Fig. 1: run 1, routing congestion map
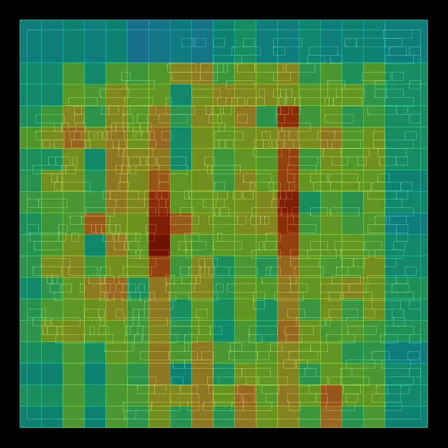
Fig. 2: run 1, M2 wires
Cells faint in the background.
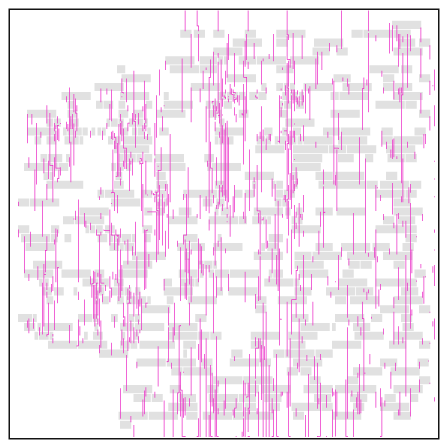
Fig. 3: run 1, clock wires, drivers and flops
Bar = 50 um.
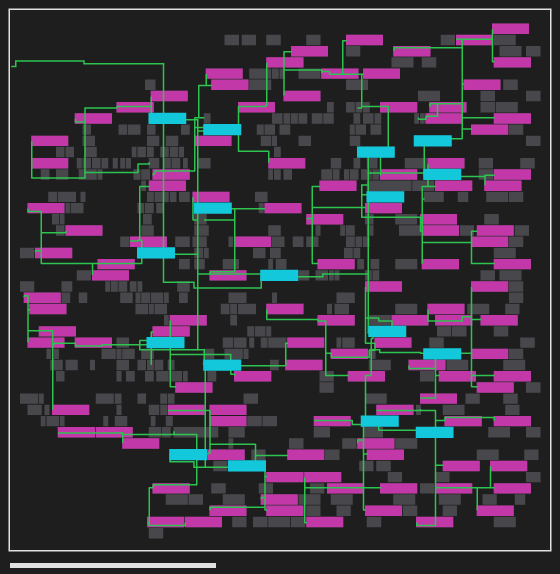
==> config.mk <==
export PLATFORM = sky130hd
export DESIGN_NAME = video_capture_window
export DESIGN_NICKNAME = d
export VERILOG_FILES = /design/src/rtl/video_capture_window.sv
export SDC_FILE = /design/constraint.sdc
export NUM_CORES = 1
export LEC_CHECK = 0
export CORE_MARGIN = 2
export CORE_UTILIZATION = 30
export CTS_CLUSTER_DIAMETER = 60
export DETAILED_ROUTE_END_ITERATION = 10
export PLACE_DENSITY_LB_ADDON = 0.05
export REMOVE_ABC_BUFFERS = 1
export SLEW_MARGIN = 15
export SYNTH_ARGS = -nofsm -noshare
export SYNTH_HDL_FRONTEND = slang
export SYNTH_SLANG_ARGS = --single-unit
==> constraint.sdc <==
create_clock -name pix_clk -period 5.4 [get_ports pix_clk]
set_clock_uncertainty 0.15 [all_clocks]
set_input_delay 1.08 -clock pix_clk [delete_from_list [all_inputs] [get_ports pix_clk]]
set_output_delay 1.08 -clock pix_clk [all_outputs]
set_load 0.01 [all_outputs]
==> run summary, run 1 <==
run results: #FFs+latches synth 114, Net Sw Power around 480 uW, height of the die 131.0 um, sequential fraction of total cell area 44.94%, pre-CTS setup slack 2.500 ns, total global routing overflow 0, post-detailed-route wirelength per cell ~14 um, per-instance average area after synthesis around 13 sq um, ratio of cells with drive above 1 in the final layout 15.92%, Area contributors post-synth sky130_fd_sc_hd__dfrtp_1, sky130_fd_sc_hd__mux2_4, sky130_fd_sc_hd__xnor2_1, number of clock sinks approximately 110, kind of cell adding the most delay to the critical path AND-OR/OR-AND gates, Mux cell area share 12.28%, status finished, final reports clean, combinational gate area 0.001857 sq mm, wire length on met2 approximately 4600 um, Die ar. 0.01717 sq mm, Top Layout Cells sky130_fd_sc_hd__dfrtp_1, sky130_fd_sc_hd__clkdlybuf4s50_1, sky130_fd_sc_hd__mux2_4, Fmax 353.4 MHz, cell total in the yosys stat output around 380, hpwl dp 6331 um, Routed met1 length 4779 um, sequential share of power a little over two fifths, largest driver fanout on the critical path 27, post-synthesis cell type with the largest combined area sky130_fd_sc_hd__dfrtp_1, hold_ws between 0.2 and 0.25 ns, AND/OR/NAND/NOR Cells, Area Fraction approximately 14%, relative max-transition margin 38.93%, placed instance count ~660, dominant register cell in the synthesized netlist sky130_fd_sc_hd__dfrtp_1, fraction of power spent switching nets 22.64%, power density of the placed cells 335.5 mW/mm^2, instance count on the critical path 5, largest stage delay on the critical path 0.75 ns, Detail Route Antenna Nets 0, Gate Count Post-Synth 376, maximum vdd drop around 0.19 mV, Area growth, synth to finish 31.15%, max-cap violations 0, number of buffers between clock root and the deepest sink 2, number of levels in the clock H-tree 4, final std cells w/o fill 687, fraction of cell area in non-clock buffers between 10% and 20%, busiest metal layer after global routing met2, tool warning count 33, met3 GRT Util 3.583%, Combinational Gates 237, CP arrival 2.97 ns, fraction of synthesized cell area in xor and xnor cells between 4 and 5%, WP buf/inv 1, total negative slack 0 ns, DRC errors left 0, cell class ranked first by area registers, area reported by Yosys stat 0.004841 sq mm, antenna violations before repair 0, TritonCTS clock tree yes, cells on worst reg2reg path 5, Commonest cells post-synth sky130_fd_sc_hd__dfrtp_1, sky130_fd_sc_hd__mux2_4, sky130_fd_sc_hd__nor2_1, total area of sequential cells 0.002853 sq mm, Slew Limit Fails 0, required time of the critical path about 5.5 ns, count of library flops with an enable pin 0, most instantiated library cell after synthesis sky130_fd_sc_hd__dfrtp_1, flop2flop setup slack around 2.6 ns, most common cell after layout, fill and taps aside sky130_fd_sc_hd__dfrtp_1, internal power about 1.6 mW, hold-critical path depth 0, tap cell instance count 216, Pwr top the clock network, Post-Synth Adder-Cell Area 2.326%, Final Hold Violating Endpoints 0, number of inverters outside the clock class in the layout 12, total met3 wirelength after detailed routing ~400 um, Clock transition at path regs 0.05 ns, number of buffers other than clock buffers in the final layout 76, count of unique library cells instantiated by Yosys 40, Horiz. Die Dim around 130 um, P_comb 144 uW, Layout clock area frac about 9.0%, GPL Wtd Cong 0.7276, count of sequential standard cells 114, area share of the leading cell type in the synthesized netlist 58.93%, buffer cell driving the clock tree root sky130_fd_sc_hd__clkbuf_16, fraction of the mapped netlist area in compound gates 5.790%
About Fig. 1:
GR Layer Usage met1: 16.98%
GRT Resource Usage Total: 12.61%
met2 usage: 18.77%
end-of-flow core utilization: 40.11%

About Fig. 2:
413 nets have wire on it. The layer holds 46% of the routed length. The layer carries 4550 um of wire. The longest straight run is 43.2 um.
Final Routed Wirelength: 9909 um
via count of the routed design: 3124

About Fig. 3:
Key: clock wires = green [length 1650 um]; clock-net drivers = cyan [count 17]; flip-flops = magenta [count 114]
Position of the flops: widely spread. There are 18 routed clock nets.
Clk network pwr share: 50.7%
worst-skew pair later-pin latency: 0.41 ns
P_clk: 1.08 mW

==> run 1 -> run 2 <==
Clock period 5.4 ns to 2.66 ns, I/O delays scaled along.
==> run summary, run 2 <==
run results: Die ar. 0.01717 sq mm (unchanged), Routed met1 length 4654 um (-2.6%), placed instance count 664 (+1.4%), dominant register cell in the synthesized netlist sky130_fd_sc_hd__dfrtp_1, P_comb 310 uW (+120%), buffer cell driving the clock tree root sky130_fd_sc_hd__clkbuf_16, Pwr top the clock network, Fmax 421.8 MHz (+19%), Net Sw Power 991.1 uW (+110%), Combinational Gates 237 (unchanged), instance count on the critical path 5 (unchanged), AND/OR/NAND/NOR Cells, Area Fraction 13.78% (unchanged), total negative slack 0 ns (unchanged), Layout clock area frac 9.706% (+0.68 points), Final Hold Violating Endpoints 0 (unchanged), hold_ws 0.2466 ns (+0.001113 ns), P_clk 2.42 mW (+120%), count of sequential standard cells 114 (unchanged), post-synthesis cell type with the largest combined area sky130_fd_sc_hd__dfrtp_1, most instantiated library cell after synthesis sky130_fd_sc_hd__dfrtp_1, wire length on met2 4717 um (+3.6%), Post-Synth Adder-Cell Area 2.326% (unchanged), worst-skew pair later-pin latency 0.41 ns (about the same), fraction of cell area in non-clock buffers 13.11% (+1.3 points), number of clock sinks 114 (unchanged), GPL Wtd Cong 0.7391 (+1.6%), Clock transition at path regs 0.06 ns (about the same), height of the die 131.0 um (unchanged), most common cell after layout, fill and taps aside sky130_fd_sc_hd__dfrtp_1, largest stage delay on the critical path 0.54 ns (-0.21 ns), pre-CTS setup slack 0.2888 ns (-2.211 ns), Detail Route Antenna Nets 0 (unchanged), area share of the leading cell type in the synthesized netlist 58.93% (unchanged), count of library flops with an enable pin 0 (unchanged), busiest metal layer after global routing met2, DRC errors left 0 (unchanged), Mux cell area share 12.28% (unchanged), Horiz. Die Dim 131.0 um (unchanged), GRT Resource Usage Total 12.92% (+0.31 points), area reported by Yosys stat 0.004841 sq mm (unchanged), cell total in the yosys stat output 376 (unchanged), tap cell instance count 216 (unchanged), status finished, final reports clean, kind of cell adding the most delay to the critical path AND-OR/OR-AND gates, Top Layout Cells sky130_fd_sc_hd__dfrtp_1, sky130_fd_sc_hd__clkdlybuf4s50_1, sky130_fd_sc_hd__mux2_4, fraction of power spent switching nets 21.68% (-0.96 points), sequential fraction of total cell area 43.82% (-1.1 points), combinational gate area 0.001857 sq mm (unchanged), Area contributors post-synth sky130_fd_sc_hd__dfrtp_1, sky130_fd_sc_hd__mux2_4, sky130_fd_sc_hd__xnor2_1, ratio of cells with drive above 1 in the final layout 17.26% (+1.3 points), number of inverters outside the clock class in the layout 12 (unchanged), total area of sequential cells 0.002853 sq mm (unchanged), Clk network pwr share 53.0% (+2.3 points), hold-critical path depth 0 (unchanged), flop2flop setup slack 0.29 ns (-2.28 ns), power density of the placed cells 702.3 mW/mm^2 (+110%), WP buf/inv 0 (-1), hpwl dp 6499 um (+2.6%), per-instance average area after synthesis 12.87 sq um (unchanged), GR Layer Usage met1 16.52% (-0.46 points), internal power 3.581 mW (+120%), final std cells w/o fill 697 (+1.5%), required time of the critical path 2.84 ns (-2.70 ns), maximum vdd drop 0.4392 mV (+130%), Area growth, synth to finish 34.48%, global-route wire length before repair approximately 17000 um, largest driver fanout on the critical path 19 (-30%), #FFs+latches synth 114 (unchanged), fraction of the mapped netlist area in compound gates 5.790% (unchanged), relative max-transition margin 51.93% (+13 points), cells on worst reg2reg path 5 (unchanged), Commonest cells post-synth sky130_fd_sc_hd__dfrtp_1, sky130_fd_sc_hd__mux2_4, sky130_fd_sc_hd__nor2_1
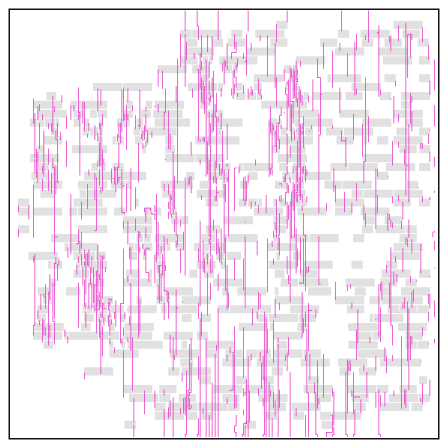
Fig. 4. M2 wires (run 2).
Cells faint in the background.
The longest straight run is 52.7 um. The layer holds 47% of the routed length.
Final Routed Wirelength: 10010 um
met2 usage: 19.63%
via count of the routed design: 3171

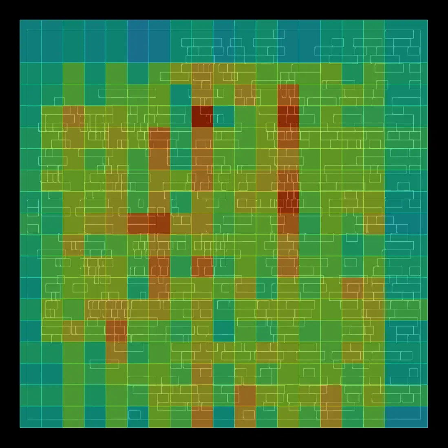
Fig. 5. Routing congestion map (run 2).
end-of-flow core utilization: 41.13%
met3 GRT Util: 4.845%
post-detailed-route wirelength per cell: 14.36 um

Power and IR drop assume default switching activity.
